### Signal wires on met1

(2 px per um) Supply wires on this layer in grey.
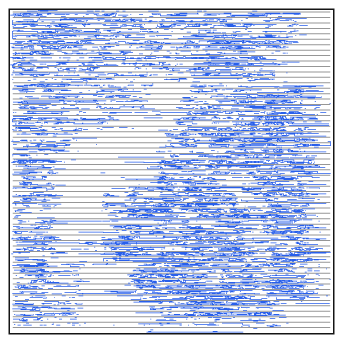
### The metal 2 layer

(1.5 px per um) Cells faint in the background.
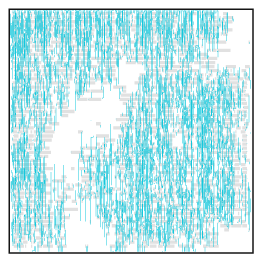
### Met3 routing

(2 px per um)
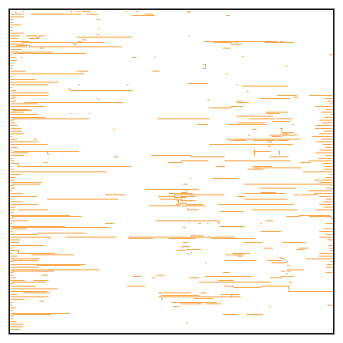
### Metal 4

(2 px per um) Supply wires on this layer in grey.
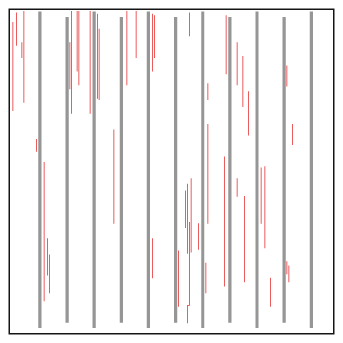
**config.mk**
```make
export PLATFORM = sky130hd
export DESIGN_NAME = dram_read_master
export DESIGN_NICKNAME = d
export VERILOG_FILES = /design/src/rtl/dram_reader_pkg.sv /design/src/rtl/dram_burst_calc.sv /design/src/rtl/dram_read_master.sv
export SDC_FILE = /design/constraint.sdc
export NUM_CORES = 1
export LEC_CHECK = 0
export CORE_UTILIZATION = 44
export CTS_BUF_LIST = sky130_fd_sc_hd__clkbuf_4 sky130_fd_sc_hd__clkbuf_8 sky130_fd_sc_hd__clkbuf_16
export CTS_CLUSTER_DIAMETER = 30
export DETAILED_ROUTE_END_ITERATION = 7
export PLACE_DENSITY = 0.8
export SKIP_LAST_GASP = 1
export SLEW_MARGIN = 25
export SYNTH_ARGS = -nofsm -noshare
export SYNTH_HDL_FRONTEND = slang
export SYNTH_SLANG_ARGS = --single-unit
```
**constraint.sdc**
```tcl
create_clock -name clk_pixel -period 6.34 [get_ports clk_pixel]
set_input_delay 1.268 -clock clk_pixel [delete_from_list [all_inputs] [get_ports clk_pixel]]
set_output_delay 1.268 -clock clk_pixel [all_outputs]
set_load 0.02 [all_outputs]
```
**src/rtl/dram_reader_pkg.sv**
```systemverilog
// Shared types and AXI constants for the DRAM read master.
package dram_reader_pkg;

  typedef enum logic [1:0] {
    IDLE,
    AR,
    R
  } rd_state_t;

  localparam logic [1:0] AXI_BURST_INCR = 2'b01;
  localparam logic [1:0] AXI_RESP_OKAY  = 2'b00;

  function automatic int unsigned bytes_per_beat(input int unsigned width);
    return width / 8;
  endfunction

endpackage

```
**src/rtl/dram_burst_calc.sv**
```systemverilog
// Combinational burst sizing: beats left before the next boundary and the
// length of the next burst, clipped to the beats still owed to the requester.
module dram_burst_calc #(
  parameter int unsigned OFFSET_WIDTH   = 12,
  parameter int unsigned SHIFT          = 4,
  parameter int unsigned BOUNDARY_BYTES = 4096
) (
  input  logic [OFFSET_WIDTH-1:0] i_offset,
  input  logic [8:0]              i_remaining,
  output logic [OFFSET_WIDTH:0]   o_btb,
  output logic [8:0]              o_burst
);

  localparam int unsigned CW = (OFFSET_WIDTH + 1 > 9) ? OFFSET_WIDTH + 1 : 9;
  localparam logic [OFFSET_WIDTH:0] BOUND = (OFFSET_WIDTH + 1)'(BOUNDARY_BYTES);

  logic [CW-1:0] w_rem_ext;
  logic [CW-1:0] w_btb_ext;

  always_comb begin
    o_btb     = (BOUND - {1'b0, i_offset}) >> SHIFT;
    w_rem_ext = CW'(i_remaining);
    w_btb_ext = CW'(o_btb);
    // The min never exceeds i_remaining (<= 256), so the narrowing is safe.
    o_burst   = (w_rem_ext < w_btb_ext) ? i_remaining : 9'(o_btb);
  end

endmodule

```
**src/rtl/dram_read_master.sv**
```systemverilog
// AXI4 read master: turns one request into serial INCR bursts that never
// cross a boundary, and forwards R beats to the image-data FIFO.
module dram_read_master
  import dram_reader_pkg::*;
#(
  parameter int unsigned DRAM_ADDR_WIDTH = 39,
  parameter int unsigned DRAM_DATA_WIDTH = 128,
  parameter int unsigned BOUNDARY_BYTES  = 4096
) (
  input  logic                       clk_pixel,
  input  logic                       dram_reader_reset,
  input  logic [DRAM_ADDR_WIDTH-1:0] dram_read_addr,
  input  logic [7:0]                 dram_read_len,
  input  logic                       dram_read_en,
  output logic                       dram_read_busy,
  output logic [DRAM_DATA_WIDTH-1:0] dram_read_data,
  output logic                       dram_read_data_valid,
  output logic                       read_error,
  output logic                       request_dropped,
  output logic [DRAM_ADDR_WIDTH-1:0] m_axi_araddr,
  output logic [7:0]                 m_axi_arlen,
  output logic [2:0]                 m_axi_arsize,
  output logic [1:0]                 m_axi_arburst,
  output logic                       m_axi_arvalid,
  input  logic                       m_axi_arready,
  input  logic [DRAM_DATA_WIDTH-1:0] m_axi_rdata,
  input  logic [1:0]                 m_axi_rresp,
  input  logic                       m_axi_rlast,
  input  logic                       m_axi_rvalid,
  output logic                       m_axi_rready
);

  localparam int unsigned AW    = DRAM_ADDR_WIDTH;
  localparam int unsigned DW    = DRAM_DATA_WIDTH;
  localparam int unsigned BPB   = bytes_per_beat(DRAM_DATA_WIDTH);
  localparam int unsigned SHIFT = $clog2(BPB);
  localparam int unsigned OFFW  = $clog2(BOUNDARY_BYTES);

  rd_state_t     r_state, w_state_d;
  logic [AW-1:0] r_addr, w_addr_d;
  logic [8:0]    r_remaining, w_remaining_d;
  logic [7:0]    r_beat_cnt, w_beat_cnt_d;
  logic          r_busy, w_busy_d;
  logic          r_arvalid, w_arvalid_d;
  logic [AW-1:0] r_araddr, w_araddr_d;
  logic [7:0]    r_arlen, w_arlen_d;
  logic          r_rready, w_rready_d;
  logic [DW-1:0] r_data, w_data_d;
  logic          r_data_valid, w_data_valid_d;
  logic          r_read_error, w_read_error_d;
  logic          r_dropped, w_dropped_d;

  logic [AW-1:0] w_req_addr;
  logic [8:0]    w_req_remaining;
  logic [AW-1:0] w_calc_addr;
  logic [8:0]    w_calc_remaining;
  logic [OFFW:0] w_btb;
  logic [8:0]    w_burst;
  logic [AW-1:0] w_burst_bytes;
  logic          w_last_beat;
  logic          w_unused_bits;

  assign w_req_addr      = {dram_read_addr[AW-1:SHIFT], {SHIFT{1'b0}}};
  assign w_req_remaining = {1'b0, dram_read_len} + 9'd1;

  // In IDLE the first burst is sized straight from the request so araddr and
  // arlen are already valid in the first AR cycle.
  assign w_calc_addr      = (r_state == IDLE) ? w_req_addr : r_addr;
  assign w_calc_remaining = (r_state == IDLE) ? w_req_remaining : r_remaining;

  dram_burst_calc #(
    .OFFSET_WIDTH  (OFFW),
    .SHIFT         (SHIFT),
    .BOUNDARY_BYTES(BOUNDARY_BYTES)
  ) u_burst_calc (
    .i_offset   (w_calc_addr[OFFW-1:0]),
    .i_remaining(w_calc_remaining),
    .o_btb      (w_btb),
    .o_burst    (w_burst)
  );

  assign w_burst_bytes = (AW'(r_arlen) + AW'(1)) << SHIFT;
  assign w_last_beat   = (r_beat_cnt == r_arlen);
  assign w_unused_bits = ^{dram_read_addr[SHIFT-1:0], w_btb};

  always_comb begin
    w_state_d      = r_state;
    w_addr_d       = r_addr;
    w_remaining_d  = r_remaining;
    w_beat_cnt_d   = r_beat_cnt;
    w_busy_d       = r_busy;
    w_arvalid_d    = r_arvalid;
    w_araddr_d     = r_araddr;
    w_arlen_d      = r_arlen;
    w_rready_d     = r_rready;
    w_data_d       = r_data;
    w_data_valid_d = 1'b0;
    w_read_error_d = r_read_error;
    w_dropped_d    = r_dropped;

    if (dram_read_en && r_busy) begin
      w_dropped_d = 1'b1;
    end

    case (r_state)
      IDLE: begin
        if (dram_read_en) begin
          w_addr_d      = w_req_addr;
          w_remaining_d = w_req_remaining;
          w_araddr_d    = w_req_addr;
          w_arlen_d     = 8'(w_burst - 9'd1);
          w_arvalid_d   = 1'b1;
          w_busy_d      = 1'b1;
          w_state_d     = AR;
        end
      end
      AR: begin
        if (r_arvalid && m_axi_arready) begin
          w_arvalid_d   = 1'b0;
          w_beat_cnt_d  = 8'd0;
          w_rready_d    = 1'b1;
          w_addr_d      = r_addr + w_burst_bytes;
          w_remaining_d = r_remaining - (9'(r_arlen) + 9'd1);
          w_state_d     = R;
        end
      end
      R: begin
        if (m_axi_rvalid && r_rready) begin
          w_data_d       = m_axi_rdata;
          w_data_valid_d = 1'b1;
          w_beat_cnt_d   = r_beat_cnt + 8'd1;
          if (m_axi_rresp != AXI_RESP_OKAY || m_axi_rlast != w_last_beat) begin
            w_read_error_d = 1'b1;
          end
          if (w_last_beat) begin
            w_rready_d = 1'b0;
            if (r_remaining != 9'd0) begin
              w_araddr_d  = r_addr;
              w_arlen_d   = 8'(w_burst - 9'd1);
              w_arvalid_d = 1'b1;
              w_state_d   = AR;
            end else begin
              w_busy_d  = 1'b0;
              w_state_d = IDLE;
            end
          end
        end
      end
      default: w_state_d = IDLE;
    endcase
  end

  always_ff @(posedge clk_pixel) begin
    if (dram_reader_reset) begin
      r_state      <= IDLE;
      r_addr       <= '0;
      r_remaining  <= '0;
      r_beat_cnt   <= '0;
      r_busy       <= 1'b0;
      r_arvalid    <= 1'b0;
      r_araddr     <= '0;
      r_arlen      <= '0;
      r_rready     <= 1'b0;
      r_data       <= '0;
      r_data_valid <= 1'b0;
      r_read_error <= 1'b0;
      r_dropped    <= 1'b0;
    end else begin
      r_state      <= w_state_d;
      r_addr       <= w_addr_d;
      r_remaining  <= w_remaining_d;
      r_beat_cnt   <= w_beat_cnt_d;
      r_busy       <= w_busy_d;
      r_arvalid    <= w_arvalid_d;
      r_araddr     <= w_araddr_d;
      r_arlen      <= w_arlen_d;
      r_rready     <= w_rready_d;
      r_data       <= w_data_d;
      r_data_valid <= w_data_valid_d;
      r_read_error <= w_read_error_d;
      r_dropped    <= w_dropped_d;
    end
  end

  assign dram_read_busy       = r_busy;
  assign dram_read_data       = r_data;
  assign dram_read_data_valid = r_data_valid;
  assign read_error           = r_read_error;
  assign request_dropped      = r_dropped;
  assign m_axi_araddr         = r_araddr;
  assign m_axi_arlen          = r_arlen;
  assign m_axi_arsize         = 3'(SHIFT);
  assign m_axi_arburst        = AXI_BURST_INCR;
  assign m_axi_arvalid        = r_arvalid;
  assign m_axi_rready         = r_rready;

endmodule
```
==> results.txt <==
flow finished, numbers: result of the run=completed, nets=1989, IO Port Bufs=355, number of diodes added for antenna fixing=0, synthesis-to-layout area growth=50.1%, post-synthesis instance area=0.0112 mm^2, buffer-and-inverter tally for the worst setup path=1, slew margin rel.=0.344, number of top-level design ports=369, CTS tree=built, fraction of final layout cells with drive strength greater than 1=0.0808, crit path cell chain=clkdlybuf4s50_1 > or4_1 > o31ai_1 > nand4_1 > o21a_1 > nor3_1 > nor2_1 > ha_1 > a21o_1 > a21oi_1 > nand2_2 > mux2i_1 > ha_1 > nand2_1 > nor4_1 > xor2_1 > mux2i_1 > a211oi_1, Die Height=around 160 um, kind of start point of the critical path=input pin, chip area in the Yosys report=around 0.011 mm^2, Sequential Power=1.67 mW, DIE AREA=0.0261 mm^2, combinational logic power=1.13 mW, depth of the CTS H-tree=2, count of TritonRoute iterations in the first routing pass=6, min setup slack post-route=0.934 ns, TritonCTS buffer count=about 54, Slowest-stage cell, CP=or4_1, kind of capture point of the worst setup path=flop, instance count on the critical path=18, portion of the clock cycle consumed by the worst path in the final layout=0.853, total placed instance area=about 0.015 mm^2, Std-Cell Rows=58, type of the tightest min-delay check=reg -> reg, largest net degree at the start of global routing=between 90 and 100, Final Max Slew Viols=0, highest-power group=the clock network, total power divided by cell area=340 mW/mm^2, post-cts repair resize count=0, Syn Inst Count=1450, slew at the pin with the worst max-slew slack=~0.98 ns, sinks on the clock net=231, share of the synthesized area in the top cell type=0.413, length of routed met3 wiring=~3.7 mm, fraction of power consumed by the clock network=0.509, hold path depth=2, switching power=1.68 mW, fraction of area in registers=0.275, timing endpoint of the critical path=m_axi_arlen[6]$_SDFFE_PP0P_, Compound Share, Synth=0.206, Flop pwr share=0.292, number of nets still failing antenna checks after routing=0, VDD IR max=slightly above 0.4 mV, RR Startpoint=r_state[1]$_SDFFE_PP0P_, maximum root-to-sink buffer count=3, number of flip-flops and latches=231, Final HPWL DP=26.5 mm, via count of the first global-routing pass=11548, final cell area excluding filler cells=about 0.017 mm^2, FF-to-FF path depth=17, number of antenna violations at the first check in global routing=0, cell taking the most area after synthesis=dfxtp_1, count of yosys warnings during synthesis=0, routability congestion estimate=between 0.9 and 1, Log Warnings=30, average wire per standard cell=18.0 um, commonest cells after routing, fill and taps aside=nand2_1 (401), clkdlybuf4s50_1 (354), dfxtp_1 (231), yosys cell count=1450, number of max-cap violations=0, final count of negative-setup-slack endpoints=0, most numerous cell types in the synthesized netlist=nand2_1 (401), dfxtp_1 (231), a21oi_1 (181), terminus of the critical flop-to-flop path=m_axi_arlen[6]$_SDFFE_PP0P_, internal power consumption=4.03 mW, data arrival time at the worst-slack endpoint=5.86 ns, final clock skew=~0.028 ns, count of non-CTS buffers in the layout=369, GRT Resource Usage Total=0.291, total area of sequential cells=0.00462 mm^2, critical path peak fanout=8, cell leakage power=6.11 nW, average cell area after synthesis=7.72 um^2, Fmax=185 MHz, crit path from=dram_read_addr[7], hold buffers post-CTS=0, number of flip-flops in the largest register=between 100 and 150, predominant post-synthesis flop cell=dfxtp_1, Taps Inserted=~330, clock buffers=58, Clk. pwr=2.91 mW, number of flops mapped to enable cells by yosys=0, wl on met1=approximately 15 mm, most common cell after layout, fill and taps aside=nand2_1, kind of cell adding the most delay to the critical path=simple AND/OR/NAND/NOR gates, fraction of area in clock buffers and inverters=0.115, average via count per standard cell=5.51, largest stage delay on the critical path=0.54 ns, switching share of power=0.294, synthesized flop and latch total=roughly 230, Worst Hold Margin=0.450 ns, fp_density=0.447, top metal layer carrying routed signals=met4, main kind of combinational logic by area=simple AND/OR/NAND/NOR gates, Distinct lib cells used=about 81, endpoint with the worst hold slack=dram_read_data[88]$_SDFFE_PP0P_, share of synthesized registers carrying an async set or reset=0, placeable core area=0.0250 mm^2, worst hold start=dram_read_data[88]$_SDFFE_PP0P_, post-synthesis mux area share=0.0198, non-filler cells, final=2149, logic share of the area=0.362, Layout non-clock buf frac=0.219, cell total after placement=2048, library cell with the highest instance count after synthesis=nand2_1, area share of and/or/nand/nor cells after synthesis=0.236, Insertion Delay late pin=0.56 ns, total power consumption of the routed design=5.71 mW, min cycle time layout=5.41 ns, Inverters=18, Placement Setup Slack=0.478 ns, area share of fa/ha/maj cells after synthesis=0.0360, utilization after layout=0.671, xor+xnor area frac=0.0399, detailed-routed wire length on met2=18.4 mm, number of buffers inserted to repair setup after CTS=0, Final Hold Vio Count=0, main area contributors after synthesis=dfxtp_1 (41%), nand2_1 (13%), a21oi_1 (8.1%), grt peak-use layer=met2, slack of the worst reg-to-reg path=1.29 ns, combinational share of power=0.199, Largest area class, layout=multi-input combinational cells, detailed-route DRC error count=0, Clk Tree Root Cell=clkbuf_16, global-route wire length before repair=about 61 mm, Die Wd=162 um, first-iteration detailed-routing DRC count=930, multi-input combinational cell count=1101, total grt overflow=0, portion of the post-synthesis area used by sequential elements=0.413, classification of the worst setup path=in -> reg, Reg clk slew, reported paths=0.05 ns, final-layout fill cell count=~2000, Crit path required time=6.79 ns, RSZ-0062 raised after global routing=no, multi-input gate area in the final layout=0.00608 mm^2
Notes on 'Signal wires on met1' above:
- wire length on this layer: 15400 um
- share of all routed wire: 40%
- longest straight run: 48.3 um
- nets with wire on the layer: 1803
- main direction: horizontal
M1 GR Usage: 0.353
total vias in the final route: 11844
total length of routed wires: 38.7 mm

Notes on 'The metal 2 layer' above:
- share of all routed wire: 47%
- nets with wire on the layer: 1656
met2 demand-to-capacity share in global routing: 0.478

Notes on 'Met3 routing' above:
- nets with wire on the layer: 289
- main direction: horizontal
GR met3 Demand/Resource: 0.0871

Notes on 'Metal 4' above:
- longest straight run: 69.4 um
- wire length on this layer: 1270 um

No activity file was given, so power comes from the tool's default toggle rates.
